==> src/rtl/wallace_mac_pipe_if.sv <==
// Handshake/data bundle between a producer/consumer and wallace_mac_pipe.
// Latency: none (wires only).
// Backpressure: carries in_valid/in_ready and out_valid/out_ready pairs.
// Ports: in_valid, in_ready, a, b, mode, acc_clr, out_valid, out_ready, y.
interface wallace_mac_pipe_if #(
    parameter int W = 8,
    parameter int G = 4
) ();
    logic              in_valid;
    logic              in_ready;
    logic [W-1:0]      a;
    logic [W-1:0]      b;
    logic [1:0]        mode;
    logic              acc_clr;
    logic              out_valid;
    logic              out_ready;
    logic [2*W+G-1:0]  y;

    // master: the side that issues transactions and consumes results
    modport master (
        output in_valid, a, b, mode, acc_clr, out_ready,
        input  in_ready, out_valid, y
    );

    // slave: the multiply-accumulate block
    modport slave (
        input  in_valid, a, b, mode, acc_clr, out_ready,
        output in_ready, out_valid, y
    );
endinterface

==> src/rtl/wallace_mac_pipe.sv <==
// Pipelined Wallace-tree multiplier / multiply-accumulator (unsigned or Baugh-Wooley signed).
// Latency: 3 register stages (S1 partial products + early CSA layers, S2 CSA to two rows, S3 CPA + acc).
// Backpressure: whole pipe stalls together when out_valid && !out_ready; in_ready = !out_valid || out_ready.
// Ports: clk, rst_n (async active-low), bus (slave modport of wallace_mac_pipe_if).
module wallace_mac_pipe #(
    parameter int W = 8,
    parameter int G = 4
) (
    input  logic              clk,
    input  logic              rst_n,
    wallace_mac_pipe_if.slave bus
);
    localparam int PW = 2 * W;
    localparam int YW = PW + G;
    localparam int R  = W + 1;      // W partial-product rows + one Baugh-Wooley constant row

    typedef logic [R-1:0][PW-1:0] rows_t;

    // Live row count after k layers of 3:2 compression (a partial group of 1 or 2 rows
    // produces as many live rows as it had).
    function automatic int live_after(input int n0, input int k);
        int n;
        n = n0;
        for (int i = 0; i < k; i++) begin
            if (n > 2) n = 2 * (n / 3) + n % 3;
        end
        return n;
    endfunction

    function automatic int layers_to_two(input int n0);
        int n;
        int cnt;
        n   = n0;
        cnt = 0;
        for (int i = 0; i < 64; i++) begin
            if (n > 2) begin
                n   = 2 * (n / 3) + n % 3;
                cnt = cnt + 1;
            end
        end
        return cnt;
    endfunction

    localparam int NL  = layers_to_two(R);
    localparam int NL1 = (NL + 1) / 2;          // layers done in S1
    localparam int NL2 = NL - NL1;              // layers done in S2
    localparam int L1  = live_after(R, NL1);    // rows registered between S1 and S2

    // One Wallace layer: every group of three rows becomes sum + shifted carry.
    // Live rows stay packed at the low indices; unused rows are zero.
    function automatic rows_t csa_layer(input rows_t r);
        rows_t o;
        o = '0;
        for (int g = 0; g < R / 3; g++) begin
            o[2*g]   = r[3*g] ^ r[3*g+1] ^ r[3*g+2];
            o[2*g+1] = ((r[3*g] & r[3*g+1]) | (r[3*g] & r[3*g+2]) | (r[3*g+1] & r[3*g+2])) << 1;
        end
        for (int k = 0; k < R % 3; k++) begin
            o[2*(R/3)+k] = r[3*(R/3)+k];
        end
        return o;
    endfunction

    logic adv;
    assign adv          = !bus.out_valid || bus.out_ready;
    assign bus.in_ready = adv;

    // ---------------- S1: partial products + first reduction layers ----------------
    rows_t pp;
    rows_t red1;
    logic  sgn;
    assign sgn = bus.mode[0];

    always_comb begin
        pp = '0;
        for (int i = 0; i < W; i++) begin
            for (int j = 0; j < W; j++) begin
                // Baugh-Wooley: terms pairing exactly one sign bit are complemented
                pp[i][i+j] = (bus.a[j] & bus.b[i]) ^ (sgn & ((i == W-1) != (j == W-1)));
            end
        end
        if (sgn) begin
            pp[W][W]    = 1'b1;     // correction constant 2^W + 2^(2W-1)
            pp[W][PW-1] = 1'b1;
        end
        red1 = pp;
        for (int l = 0; l < NL1; l++) begin
            red1 = csa_layer(red1);
        end
    end

    logic                   s1_vld;
    logic [L1-1:0][PW-1:0]  s1_rows;
    logic [1:0]             s1_mode;
    logic                   s1_clr;

    always_ff @(posedge clk or negedge rst_n) begin
        if (!rst_n) begin
            s1_vld  <= 1'b0;
            s1_rows <= '0;
            s1_mode <= '0;
            s1_clr  <= 1'b0;
        end else if (adv) begin
            s1_vld <= bus.in_valid;
            if (bus.in_valid) begin
                s1_rows <= red1[L1-1:0];
                s1_mode <= bus.mode;
                s1_clr  <= bus.acc_clr;
            end
        end
    end

    // ---------------- S2: reduce to two rows ----------------
    rows_t red2;

    always_comb begin
        red2         = '0;
        red2[L1-1:0] = s1_rows;
        for (int l = 0; l < NL2; l++) begin
            red2 = csa_layer(red2);
        end
    end

    logic          s2_vld;
    logic [PW-1:0] s2_sum;
    logic [PW-1:0] s2_car;
    logic [1:0]    s2_mode;
    logic          s2_clr;

    always_ff @(posedge clk or negedge rst_n) begin
        if (!rst_n) begin
            s2_vld  <= 1'b0;
            s2_sum  <= '0;
            s2_car  <= '0;
            s2_mode <= '0;
            s2_clr  <= 1'b0;
        end else if (adv) begin
            s2_vld <= s1_vld;
            if (s1_vld) begin
                s2_sum  <= red2[0];
                s2_car  <= red2[1];
                s2_mode <= s1_mode;
                s2_clr  <= s1_clr;
            end
        end
    end

    // ---------------- S3: carry-propagate add + accumulate ----------------
    logic [PW-1:0] prod;
    logic [YW-1:0] prod_ext;
    logic [YW-1:0] acc_base;
    logic [YW-1:0] acc_nxt;
    logic [YW-1:0] y_nxt;
    logic [YW-1:0] acc;
    logic [YW-1:0] y_reg;
    logic          out_vld;

    always_comb begin
        prod     = s2_sum + s2_car;
        prod_ext = s2_mode[0] ? YW'($signed(prod)) : YW'(prod);
        acc_base = s2_clr ? '0 : acc;
        acc_nxt  = s2_mode[1] ? acc_base + prod_ext : acc_base;  // wraps silently
        y_nxt    = s2_mode[1] ? acc_nxt : prod_ext;
    end

    always_ff @(posedge clk or negedge rst_n) begin
        if (!rst_n) begin
            out_vld <= 1'b0;
            acc     <= '0;
            y_reg   <= '0;
        end else if (adv) begin
            out_vld <= s2_vld;
            if (s2_vld) begin
                acc   <= acc_nxt;
                y_reg <= y_nxt;
            end
        end
    end

    assign bus.out_valid = out_vld;
    assign bus.y         = y_reg;

endmodule

==> src/flat_wrapper.sv <==
// flat-port wrapper written by rule: the top's interface ports become plain ports
module wallace_mac_pipe_flat 
#(
    parameter int W = 8,
    parameter int G = 4
)
  (clk, rst_n, bus_in_valid, bus_a, bus_b, bus_mode, bus_acc_clr, bus_out_ready, bus_in_ready, bus_out_valid, bus_y);
  wallace_mac_pipe_if #(.W(W), .G(G)) bus_i ();
  input  logic clk;
  input  logic rst_n;
  input wire logic [$bits(bus_i.in_valid)-1:0] bus_in_valid;
  input wire logic [$bits(bus_i.a)-1:0] bus_a;
  input wire logic [$bits(bus_i.b)-1:0] bus_b;
  input wire logic [$bits(bus_i.mode)-1:0] bus_mode;
  input wire logic [$bits(bus_i.acc_clr)-1:0] bus_acc_clr;
  input wire logic [$bits(bus_i.out_ready)-1:0] bus_out_ready;
  output wire logic [$bits(bus_i.in_ready)-1:0] bus_in_ready;
  output wire logic [$bits(bus_i.out_valid)-1:0] bus_out_valid;
  output wire logic [$bits(bus_i.y)-1:0] bus_y;
  assign bus_i.in_valid = bus_in_valid;
  assign bus_i.a = bus_a;
  assign bus_i.b = bus_b;
  assign bus_i.mode = bus_mode;
  assign bus_i.acc_clr = bus_acc_clr;
  assign bus_i.out_ready = bus_out_ready;
  assign bus_in_ready = bus_i.in_ready;
  assign bus_out_valid = bus_i.out_valid;
  assign bus_y = bus_i.y;
  wallace_mac_pipe #(.W(W), .G(G)) u_core (.clk(clk), .rst_n(rst_n), .bus(bus_i));
endmodule
==> config.mk <==
export PLATFORM = sky130hd
export DESIGN_NAME = wallace_mac_pipe_flat
export DESIGN_NICKNAME = d
export VERILOG_FILES = /design/src/rtl/wallace_mac_pipe_if.sv /design/src/rtl/wallace_mac_pipe.sv /design/src/flat_wrapper.sv
export SDC_FILE = /design/constraint.sdc
export NUM_CORES = 1
export LEC_CHECK = 0
export CORE_MARGIN = 2
export CORE_UTILIZATION = 40
export DETAILED_ROUTE_END_ITERATION = 6
export GPL_TIMING_DRIVEN = 0
export PLACE_DENSITY_LB_ADDON = 0.15
export RECOVER_POWER = 100
export REMOVE_ABC_BUFFERS = 1
export SYNTH_ARGS = -nofsm -noshare
export SYNTH_HDL_FRONTEND = slang
export SYNTH_SLANG_ARGS = --single-unit
==> constraint.sdc <==
create_clock -name clk -period 4.5 [get_ports clk]
set_input_delay 0.9 -clock clk [delete_from_list [all_inputs] [get_ports clk]]
set_output_delay 0.9 -clock clk [all_outputs]
set_load 0.05 [all_outputs]
==> results.cfg, run 1 <==
; implementation run metrics
[run_status]
status = complete, but fails checks
failed_checks = capacitance limit, slew limit

[clocking]
insertion_delay_ns = 0.41
cts.sinks = 116
cts_tree = built
clkSlewWorstSetupHoldPaths_ns = 0.06
cts_max_path_buffers = 2
postCtsHoldBufs = 0
cts_buffers = 17
clockRootBuffer = clkbuf_16
htree_levels = 4

[worst_hold_path]
hp-class = reg -> reg
worstHoldStart = u_core.bus.y[5]
hold_depth = 2
min_to = u_core.bus.y[5]

[critical_path]
critical_path.startpoint_type = flop
crit_start = u_core.s2_car[5]
r2r-end = u_core.bus.y[17]
worstPathRequired_ns = 4.79
reg2reg_setup_slack_ns = 0.36
crit_fanout = 5
rr_startpoint = u_core.s2_car[5]
reg2reg_depth = 15
end_kind = flop
worstPathArrival_ns = 4.43
endpoint = u_core.bus.y[17]
path_class = reg -> reg

[sta]
hold_viol = 0
rsz0062_at_grt = false
layout_min_cycle_time_ns = 4.14
max_freq_mhz = 242
period_used_share = 0.920
setup_ws_ns = 0.360
slew_violations = 127
relSlewSlack = -0.509
setup_viol = 0
finClkSkew_ns = 0.00634
worst_pin_slew_ns = 2.26

[place]
dp.cells = 950
place_ws_ns = 0.263
placed_cell_area_sq_um = 8280
routabilityCongestion = 0.874
dpl.hpwl_mm = 11.3
port_buffers = 44

[pwr]
power_frac_comb = 0.528
comb_power_uw = 3550
pg_clk_uw = 1390
intPower_uw = 3920
p_leak_uw = 0.00414
power-top-group = combinational cells
powerSeq_uw = 1790
clockPowerShare = 0.206
power.switching_uw = 2810
power_per_cell_area_nw_per_um2 = 760
switching_share = 0.418
irDropWorstVdd_v = 0.000281

[layout]
largest_reg_flops = 40
syn2layout_area_growth_pct = 16.5
post-route-util = 0.473
final_nets = 849
layout-drive-gt1-share = 0.145
stdcell_area_sq_um = 8850
insertedDiodeCount = 0
final_cell_mix = dfrtp_1 (116), nand2_1 (75), mux2_2 (66), ha_1 (50), o21ai_0 (43)
layout_top_cell = dfrtp_1

[grt]
grt_pass1_wl_mm = 26.1
grt_pass1_vias = 5353
grt_overflow = 0
antenna_found_initial = 0
grt_max_degree = 94

[floorplan]
initCoreUtil = 0.406
fp.dieW_microns = 142
die-area_sq_um = 20100
core_sq_um = 18700
die_height_microns = 142
io_pins = 45

[synth]
synth_cell_type_count = 57
yosysTopAreaCell = dfrtp_1
synth_seq_share = 0.382
yosys-stat-area_sq_um = 7600
postSynth.asyncResetShare = 1.00
ys_ff = 116
synth_stat.cells = 698
top_cells_by_count = dfrtp_1 (116), nand2_1 (75), mux2_2 (66)
ff_type = dfrtp_1
edf_count = 0
synth-warning-count = 0
syn_avg_cell_area_sq_um = 10.9
most_common_cell = dfrtp_1
syn_inst = 698
synth_area_sq_um = 7600
top_cells_by_area = dfrtp_1 (38%), fa_1 (10%), mux2_2 (9.8%)

[run]
drv_cap = 2
tool_warnings = 25

[detailed_routing]
ant_nets = 0
viasPerCell = 5.22
drc = 0
drt_iter0_markers = 172
firstDrtPassIters = 4
==> run 1: metrics by stage <==
stage,power [uW],hold slack (ns)
floorplan,4470,0.442
global placement,5320,0.461
detailed placement,5420,0.469
CTS,6850,0.337
global route,7310,0.498
finish,6730,0.471
==> run 1: routing by layer <==
metal,routed length (microns),global-route usage,part of all wire
met5,0,0,0
met3,384,0.0395,0.025
met2,7150,0.266,0.47
met4,229,0.0579,0.015
met1,7520,0.216,0.49
==> run 1: timing repair <==
| action | CTS | global route |
|---|---|---|
| gates resized | 0 | 1 |
| setup buffers | 0 | 0 |
| endpoints found under the setup margin | 0 | 1 |
==> run 1: final cells by class <==
| cell class | count | area [sq um] |
|---|---|---|
| clock buffers | 23 | 488 |
| clock inverters | 9 | 125 |
| fillers | 1680 | 9850 |
| inverters | 32 | 123 |
| multi-input cells | 522 | 4470 |
| flip-flops and latches | 116 | 2900 |
| well taps | 234 | 293 |
| repair buffers | 48 | 450 |
==> run 1: worst max-delay path, stage by stage (launching register included) <==
cell	delay (ns)
dfrtp_1	0.38
ha_1	0.23
fa_1	0.43
a211oi_2	0.30
o21bai_1	0.12
a21oi_1	0.20
xnor2_1	0.18
ha_1	0.32
and3_1	0.24
a221oi_1	0.37
o21a_1	0.25
a21boi_1	0.13
o21ai_0	0.29
xnor2_1	0.16
a211oi_1	0.09
a311oi_1	0.35
==> run 1: cells by family (layout without fill, tap and decap cells) <==
group                    after synthesis  in the layout  share of synthesized area
AND/OR/NAND/NOR                      187            187                      0.127
multiplexers                          78             78                      0.114
flip-flops                           116            116                      0.382
adder cells (fa/ha/maj)               89             89                      0.185
AND-OR/OR-AND                        128            128                      0.115
XOR/XNOR                              40             40                     0.0471
buffers and inverters                 60            112                     0.0300
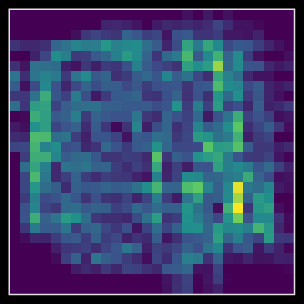
Figure 1: run 1, routed metal per tile.
(2 px per micron) The die is cut into 28 by 28 equal tiles; dark purple is low, yellow is high, scaled to the fullest tile. Values are wire area over tile area, all layers added.
fullest tile: 0.51
tiles over half the peak: 8.5%
mean over tiles: 0.12
emptiest ninth of the die: lower left
nearly empty tiles: 18%
vias: 5136
Total Routing Usage GR: 0.164
routed wire length: 15.3 mm
wire per inst: 15.5 microns

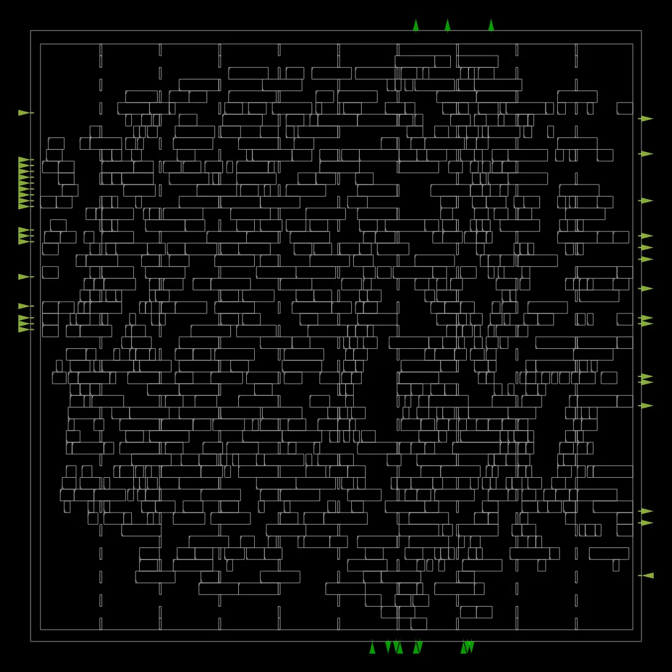
Figure 2: run 1, cell placement.
flop share of the area: 0.328
Finished Layout Cells: 984
Filler cells: 1680
cell row count: 50

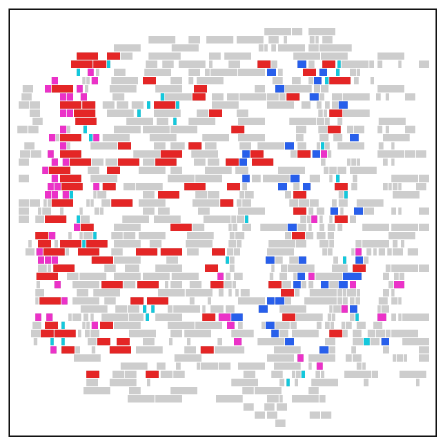
Figure 3: run 1, gate-type map.
(3 px per micron)
| colour | family | cells |
|---|---|---|
| blue | non-inverting ao/oa cells | 37 |
| magenta | and/or cells | 51 |
| cyan | inv cells | 32 |
| red | fa/ha/maj cells | 89 |

Figure 4. Wiring by layer (run 1).
(3 px per micron) Only two layers are drawn.
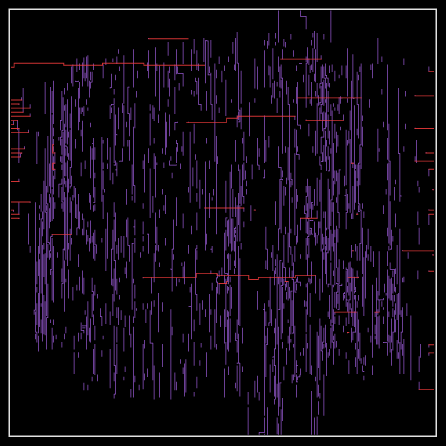

==> run 2, diff against run 1 <==
SLEW_MARGIN = 40   (was not set)
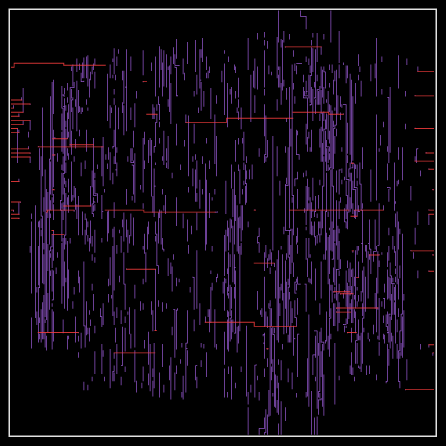
Figure 5: run 2, wiring by layer.
(3 px per micron) Only two layers are drawn.
| colour | layer | wire length |
|---|---|---|
| purple | M2 | 7140 microns |
| red | M3 | 456 microns |

==> results.cfg, run 2 <==
; implementation run metrics
[detailed_routing]
ant_nets = 0
drc = 0
wl_met2_mm = 7.14
wl_met1_mm = 7.50
vias = 5105
viasPerCell = 5.20
firstDrtPassIters = 4
drt_iter0_markers = 150
wl_per_cell_microns = 15.6
wl_met3_microns = 456
topRoutingLayerUsed = met4
wl_mm = 15.4

[critical_path]
slowest_delay_ns = 0.43
cp_top_family = AND-OR/OR-AND gates
crit_fanout = 5
worstPathArrival_ns = 4.35
worstPathRequired_ns = 4.81
worst-path-buf-inv = 0
path_class = reg -> reg
worst_path_max_delay_cell = fa_1
end_kind = flop
critical_path.startpoint_type = flop
crit_chain = ha_1, fa_1, a211oi_2, o21bai_1, a21oi_1, xnor2_1, ha_1, and3_1, a221oi_1, o21a_1, a21boi_1, o21ai_0, xnor2_1, a211oi_1, a311oi_1

[layout]
final_nets = 847
layout-drive-gt1-share = 0.147
fin_cells = 982
layout_top_cell = dfrtp_1
final_cell_mix = dfrtp_1 (115), nand2_1 (76), mux2_2 (66), ha_1 (50), o21ai_0 (43)
insertedDiodeCount = 0
syn2layout_area_growth_pct = 16.4
fill_cells = 1689
largest_reg_flops = 40

[clocking]
cts_buffers = 17
htree_levels = 4
clockRootBuffer = clkbuf_16
cts.sinks = 116
insertion_delay_ns = 0.41
clkSlewWorstSetupHoldPaths_ns = 0.06
postCtsHoldBufs = 0
post_cts_resized = 0
cts_max_path_buffers = 2
post_cts_buffers = 0
cts_tree = built

[pwr]
p_leak_uw = 0.00414
power_per_cell_area_nw_per_um2 = 753
power_uw = 6660
irDropWorstVdd_v = 0.000288

[synth]
syn_avg_cell_area_sq_um = 10.9
edf_count = 0
syn_inst = 698
synth-warning-count = 0
postSynth.asyncResetShare = 1.00
synth_seq_share = 0.382
most_common_cell = dfrtp_1
synth_cell_type_count = 57
yosysTopAreaCell = dfrtp_1
yosys-stat-area_sq_um = 7600
synth_area_sq_um = 7600
ff_type = dfrtp_1
top_cells_by_area = dfrtp_1 (38%), fa_1 (10%), mux2_2 (9.8%)
top_cells_by_count = dfrtp_1 (116), nand2_1 (75), mux2_2 (66)
synth_stat.cells = 698
top_area_frac = 0.382
ys_ff = 116

[sta]
worst_pin_slew_ns = 3.12
rsz0062_at_grt = false
relSlewSlack = -1.08
hold_viol = 0
slew_violations = 131
period_used_share = 0.899
finClkSkew_ns = 0.0110
setup_ws_ns = 0.455
setup_viol = 0
layout_min_cycle_time_ns = 4.04
max_freq_mhz = 247

[run_status]
status = complete, but fails checks
failed_checks = capacitance limit, slew limit

[grt]
grt_use_total = 0.166
use_met3 = 0.0358
antenna_found_initial = 0
grt_overflow = 0
grt_pass1_vias = 5332
grt.busiest_layer = met2
use_met1 = 0.225
grt.met2_usage = 0.265
grt_max_degree = 68
grt_pass1_wl_mm = 26.5

[floorplan]
initCoreUtil = 0.406
die-area_sq_um = 20100
row_count = 50
die_height_microns = 142
fp.dieW_microns = 142
io_pins = 45

[place]
dpl.hpwl_mm = 11.3
port_buffers = 44
routabilityCongestion = 0.874
place_ws_ns = 0.305
dp.cells = 950

[worst_hold_path]
hp-class = reg -> reg

[run]
tool_warnings = 25
drv_cap = 3
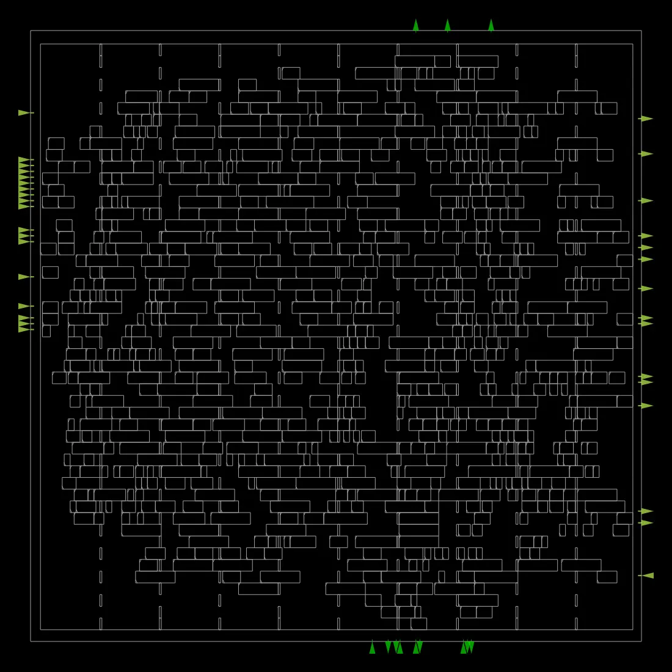
Figure 6: run 2, cell placement.
core area: 18700 sq um
flop count: 116
final core utilization: 0.473

[run 2: kinds of logic (layout without fill, tap and decap cells)]
group	count (synthesis)	count (layout)	share of synthesized area
simple gates	187	187	0.127
mux	78	78	0.114
fa+ha+maj	89	89	0.185
flops	116	116	0.382
buf+inv	60	110	0.0300
xor+xnor	40	40	0.0471
compound gates	128	128	0.115
[run 2: area by class of cell]
class                   count  area, sq um  area share
inverters                  32          123      0.0139
clock buffers              24          492      0.0556
well taps                 234          293      0.0331
clock inverters             8         98.8      0.0112
multi-input cells         522         4470       0.505
repair buffers             46          469      0.0530
flip-flops and latches    116         2900       0.328
[run 2: worst paths after layout]
kind / start / endpoint / slack, ns / depth (start not counted)
worst max-delay path: u_core.s2_car[5] / u_core.bus.y[17] / 0.46 / 15
worst min register to register: u_core.bus.y[2] / u_core.bus.y[2] / 0.47 / 2
max in group asynchronous: rst_n / u_core.s2_mode[1] / 0.88 / 1
worst max register to register: u_core.s2_car[5] / u_core.bus.y[17] / 0.46 / 15
worst min-delay path: u_core.bus.y[2] / u_core.bus.y[2] / 0.47 / 2
min in group asynchronous: rst_n / u_core.bus.y[17] / 1.63 / 1
[run 2: power breakdown]
group	switching (uW)	internal (uW)
Combinational	2000	1540
Clock	460	871
Sequential	336	1460
[run 2: per-stage QoR]
| stage | hold WS [ns] | TNS, ns | cell area (sq um) |
|---|---|---|---|
| finish | 0.470 | 0 | 8850 |
| global route | 0.498 | 0 | 8850 |
| CTS | 0.447 | 0 | 8890 |
| detailed placement | 0.469 | 0 | 8300 |
| global placement | 0.461 | -233.36 | 8230 |
| floorplan | 0.442 | 0 | 7490 |
Power is estimated from default activity; no workload was simulated.
